<file path="src/rtl/cpu_pkg.sv">
// Shared CPU types for the write-back path.
// Register-file word/address types and load-queue entry.
package cpu_pkg;

  typedef logic [31:0] word_t;
  typedef logic [4:0]  reg_addr_t;

  localparam int LQ_DEPTH_DEF = 4;

  typedef struct packed {
    reg_addr_t rd;
    word_t     data;
  } wb_ent_t;

  typedef enum logic [1:0] {
    SRC_NONE,
    SRC_ALU,
    SRC_LQ
  } wb_src_e;

endpackage

</file>
<file path="src/rtl/wb_fifo.sv">
// Load-result queue for the write-back arbiter.
// Same-cycle push and pop leaves the count unchanged.
module wb_fifo
  import cpu_pkg::*;
#(
  parameter int DEPTH = LQ_DEPTH_DEF,
  parameter int AW    = $clog2(DEPTH)
) (
  input  logic          clk,
  input  logic          rst,
  input  logic          push,
  input  logic          pop,
  input  wb_ent_t       din,
  output wb_ent_t       dout,
  output logic          full,
  output logic          empty,
  output logic [AW:0]   count
);

  localparam logic [AW:0] FULL_CNT = (AW+1)'(DEPTH);

  wb_ent_t       r_mem [DEPTH];
  logic [AW-1:0] r_wptr;
  logic [AW-1:0] r_rptr;
  logic [AW:0]   r_count;
  logic          w_push;
  logic          w_pop;

  assign full   = (r_count == FULL_CNT);
  assign empty  = (r_count == '0);
  assign count  = r_count;
  assign dout   = r_mem[r_rptr];
  assign w_push = push & ~full;
  assign w_pop  = pop & ~empty;

  // Storage array, written at the tail on push.
  always_ff @(posedge clk) begin
    if (w_push) r_mem[r_wptr] <= din;
  end

  // Pointers and occupancy; pointers wrap as DEPTH is a power of two.
  always_ff @(posedge clk or posedge rst) begin
    if (rst) begin
      r_wptr  <= '0;
      r_rptr  <= '0;
      r_count <= '0;
    end else begin
      if (w_push) r_wptr <= r_wptr + 1'b1;
      if (w_pop)  r_rptr <= r_rptr + 1'b1;
      unique case ({w_push, w_pop})
        2'b10:   r_count <= r_count + 1'b1;
        2'b01:   r_count <= r_count - 1'b1;
        default: r_count <= r_count;
      endcase
    end
  end

endmodule

</file>
<file path="src/rtl/wb_arbiter.sv">
// Write-back arbiter: ALU results vs. queued load results.
// Optional pending scoreboard enabled by WB_SCOREBOARD_EN.
module wb_arbiter
  import cpu_pkg::*;
#(
  parameter int LQ_DEPTH = LQ_DEPTH_DEF
) (
  input  logic        clk,
  input  logic        reset,
  input  logic        alu_valid,
  input  reg_addr_t   alu_rd,
  input  word_t       alu_data,
  input  logic        ld_valid,
  output logic        ld_ready,
  input  reg_addr_t   ld_rd,
  input  word_t       ld_data,
  input  logic        issue_ld,
  input  reg_addr_t   issue_rd,
  output logic        stall,
  output logic [31:0] pending,
  output reg_addr_t   wr_addr,
  output word_t       wr_data,
  output logic        write_en
);

  localparam int AW = $clog2(LQ_DEPTH);

  wb_ent_t     w_head;
  wb_ent_t     w_din;
  logic        w_full;
  logic        w_empty;
  logic [AW:0] w_count;
  logic        w_push;
  logic        w_pop;
  wb_src_e     w_src;
  reg_addr_t   w_sel_rd;
  word_t       w_sel_data;

  reg_addr_t   r_wr_addr;
  word_t       r_wr_data;
  logic        r_write_en;

  assign ld_ready = ~w_full;
  assign stall    = w_full;
  assign w_push   = ld_valid & ~w_full;
  assign w_din    = '{rd: ld_rd, data: ld_data};
  assign w_pop    = (w_src == SRC_LQ);

  wb_fifo #(
    .DEPTH (LQ_DEPTH)
  ) u_lq (
    .clk   (clk),
    .rst   (reset),
    .push  (w_push),
    .pop   (w_pop),
    .din   (w_din),
    .dout  (w_head),
    .full  (w_full),
    .empty (w_empty),
    .count (w_count)
  );

  // Source priority: full queue, then ALU, then any queued load.
  always_comb begin
    w_src      = SRC_NONE;
    w_sel_rd   = '0;
    w_sel_data = '0;
    priority case (1'b1)
      w_full: begin
        w_src      = SRC_LQ;
        w_sel_rd   = w_head.rd;
        w_sel_data = w_head.data;
      end
      alu_valid: begin
        w_src      = SRC_ALU;
        w_sel_rd   = alu_rd;
        w_sel_data = alu_data;
      end
      !w_empty: begin
        w_src      = SRC_LQ;
        w_sel_rd   = w_head.rd;
        w_sel_data = w_head.data;
      end
      default: w_src = SRC_NONE;
    endcase
  end

  // Register the chosen result; x0 writes are consumed but suppressed.
  always_ff @(posedge clk or posedge reset) begin
    if (reset) begin
      r_write_en <= 1'b0;
      r_wr_addr  <= '0;
      r_wr_data  <= '0;
    end else if (w_src != SRC_NONE && w_sel_rd != '0) begin
      r_write_en <= 1'b1;
      r_wr_addr  <= w_sel_rd;
      r_wr_data  <= w_sel_data;
    end else begin
      r_write_en <= 1'b0;
    end
  end

  assign write_en = r_write_en;
  assign wr_addr  = r_wr_addr;
  assign wr_data  = r_wr_data;

`ifdef WB_SCOREBOARD_EN
  logic [31:0] r_pending;
  logic [31:0] w_pend_nxt;

  // Clear on queue write-back, then set on issue so a set wins.
  always_comb begin
    w_pend_nxt = r_pending;
    if (w_pop)    w_pend_nxt[w_head.rd] = 1'b0;
    if (issue_ld) w_pend_nxt[issue_rd]  = 1'b1;
    w_pend_nxt[0] = 1'b0;
  end

  // Scoreboard state.
  always_ff @(posedge clk or posedge reset) begin
    if (reset) r_pending <= '0;
    else       r_pending <= w_pend_nxt;
  end

  assign pending = r_pending;
`else
  logic w_unused;
  assign w_unused = ^{issue_ld, issue_rd, w_count};
  assign pending  = '0;
`endif

endmodule

</file>
<file path="config.mk">
export PLATFORM = sky130hd
export DESIGN_NAME = wb_arbiter
export DESIGN_NICKNAME = d
export VERILOG_FILES = /design/src/rtl/cpu_pkg.sv /design/src/rtl/wb_fifo.sv /design/src/rtl/wb_arbiter.sv
export SDC_FILE = /design/constraint.sdc
export NUM_CORES = 1
export LEC_CHECK = 0
export CORE_MARGIN = 4
export CORE_UTILIZATION = 35
export CTS_CLUSTER_DIAMETER = 200
export DETAILED_ROUTE_END_ITERATION = 10
export SYNTH_ARGS = -nofsm -noshare
export SYNTH_HDL_FRONTEND = slang
export SYNTH_HIERARCHICAL = 1
export SYNTH_SLANG_ARGS = --single-unit
</file>
<file path="constraint.sdc">
create_clock -name clk -period 3.75 [get_ports clk]
set_clock_uncertainty 0.2 [all_clocks]
set_input_delay 1.125 -clock clk [delete_from_list [all_inputs] [get_ports clk]]
set_output_delay 1.125 -clock clk [all_outputs]
set_load 0.05 [all_outputs]
</file>
### Local utilization

Scale: 2 px per µm. The die is cut into 16 by 16 equal tiles; black is low, pale yellow is high, 0 to 100% covered.
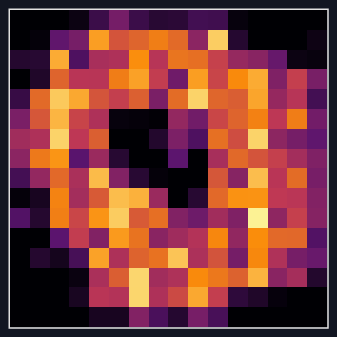
- fullest tile: 97%
- mean over tiles: 39%
- tiles over 75% full: 13%
CORE AREA: 22100 µm²
FP Core Util: 0.359

### PDN straps and rails

Scale: 2 px per µm. Pins as bars on the die edge.
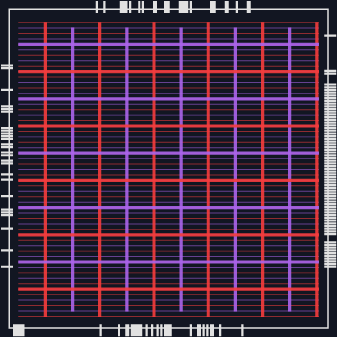
- purple: VDD
- red: VSS
- met1 rails: 55
- signal pins: 156
- rows: 54
die width: 159 µm
Max rail drop VDD: 0.430 mV

### Signal wires on met2

Scale: 2 px per µm.
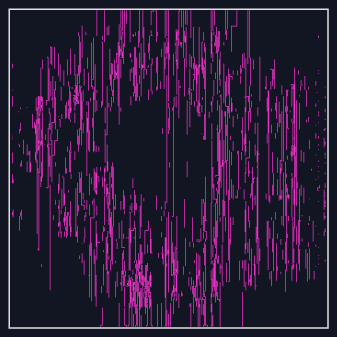
- nets with wire on the layer: 567
- share of all routed wire: 51%
- longest straight run: 79.7 µm
- wire length on this layer: 8380 µm
met2 Use GR: 0.227
vias: 4063
drt total wl: 16.5 mm

### Clock routing

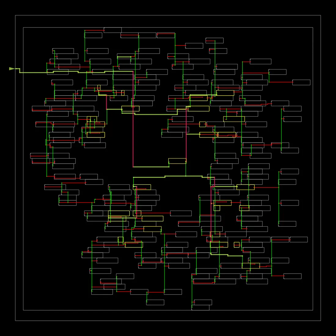
clock buffers: 21
Seq Cell Count: 193

==> cell usage after synthesis, types with 2 or more instances <==
master | instances | area (µm²)
mux2_1 | 3 | 33.8
or4_4 | 2 | 22.5
inv_1 | 9 | 33.8
o21ai_4 | 2 | 32.5
nand2_1 | 6 | 22.5
nor2b_1 | 2 | 12.5
dfrtp_1 | 45 | 1130
edfxtp_1 | 148 | 4440
ha_1 | 5 | 62.6
mux4_2 | 37 | 833
xor2_1 | 3 | 26.3
xnor2_1 | 3 | 26.3
and2_1 | 4 | 25.0
clkbuf_1 | 9 | 33.8
buf_4 | 34 | 255
a22oi_1 | 5 | 37.5
nand3_1 | 5 | 25.0
a22o_1 | 32 | 280
buf_2 | 3 | 15.0
buf_6 | 5 | 56.3
mux2_4 | 29 | 435
==> sequential cells by signal, summed over array words and instances, names as in the netlist <==
name         count
u_lq/count       3
u_lq/r_mem     148
u_lq/r_rptr      2
u_lq/r_wptr      2
wr_addr          5
wr_data         32
write_en         1
==> power by group <==
part           internal (mW)  total [mW]  switching [mW]  leakage (nW)
combinational           1.56        3.52            1.96          1.51
clock                   1.16        1.93           0.770         0.306
sequential              2.93        3.20           0.274          1.89
total                   5.65        8.65            3.00          3.70
==> cell families after synthesis <==
group | share of synthesized area
buffers and inverters | 0.0496
adders and majority gates | 0.0104
other | 0.000472
AOI/OAI and AO/OA | 0.0462
xor gates and xnor gates | 0.00662
DFF | 0.701
and+or+nand+nor | 0.0187
muxes | 0.167
==> area by class of cell <==
| type | count | share of cell area |
|---|---|---|
| flip-flops and latches | 193 | 0.556 |
| well taps | 280 | 0.0349 |
| clock buffers | 21 | 0.0459 |
| repair buffers | 135 | 0.131 |
| multi-input cells | 180 | 0.211 |
| inverters | 9 | 0.00337 |
| clock inverters | 11 | 0.0177 |
==> results.ini <==
[drt]
wl_per_cell_um=19.9
drtIter0Drc=198
wl_met1_mm=6.97
via_per_inst=4.90
route.met2.wl_mm=8.38
drc=0
highest_layer=met5
ant_nets=0
wl_met3_um=974

[layout]
layout.nets=626
final_cell_mix=148 x edfxtp_1, 117 x clkdlybuf4s50_1, 43 x dfrtp_1
stdcell_area_um2=10000
layout_top_cell=edfxtp_1
fill_cells=1894
finish.utilization=0.454
logic_area_um2=2120
drive_gt1_frac=0.239
antenna_cells=0
finalNonFillerCells=829

[yosys]
ys_async_sr_fraction=0.233
ys_area_um2=7940
yosys_warnings=6
netlist_area_um2=7940
ff_type=edfxtp_1
edf_count=148
avgSynthCellArea_um2=19.8
synth_cells=402
ys_cells=402
ys.flops=193

[placement]
dpl.cell_count=797
pre_cts_slack_ps=422
hpwl_mm=10.6
dpl-instance-area_um2=9390
gp_congestion=0.713
io_buffer_count=117

[final_timing]
slew_violations=0
holdWs_ps=297
fin_setup_tns_ps=0
setup_viol=0
worst_slew_pin_slew_ps=733
relSlewSlack=0.511
max_freq_mhz=300
rsz0062_at_grt=no
fin_crit_sh=0.890
period_needed_ps=3340
timing.final.ws_setup_ps=413

[floorplan]
rows=54
die_area_um2=25200

[power_and_ir_drop]
power_mw=8.65
power.density_nw_per_um2=863
p_leak_nw=3.70

[clock_network]
post-cts-setup-buffer-count=0
clockBufferDepth=2
path_clk_slew_ps=70
cts-buffers-inserted=17
cts_hold_buf=0
htreeDepth=4
cts_tree=yes
cts-root-buf=clkbuf_16
ctsResizeCount=0
clk_latency_ps=420

[global_route]
grt_pass1_vias=4370
grt_use_met3=0.0383
antenna_found_initial=1
busiest_layer=met2
grtUsageMet1=0.175
track_usage=0.135
grt_first_pass_wirelength_mm=25.1

[critical_path]
crit_end=stall
cp.arrival_ps=2010
critPathKind=reg -> out
r2r-end=wr_data[31]
rrSetupSlack_ps=870
cp.buffers_inverters=1
crit_path_start_kind=register
r2r-start=u_lq/r_rptr[1]
path_max_fanout=5
crit_slowest_cell=clkdlybuf4s50_1
cp_num_cells=2
crit_family=buffers and inverters
cp-startpoint=u_lq/count[0]
required_ps=2420

[outcome]
status=complete, no violations

[min_path]
hp-start=wr_data[0]
hold_depth=1

[run]
max-cap-violations=0

Power figures rest on the tool's default switching activity, not on a simulated workload.
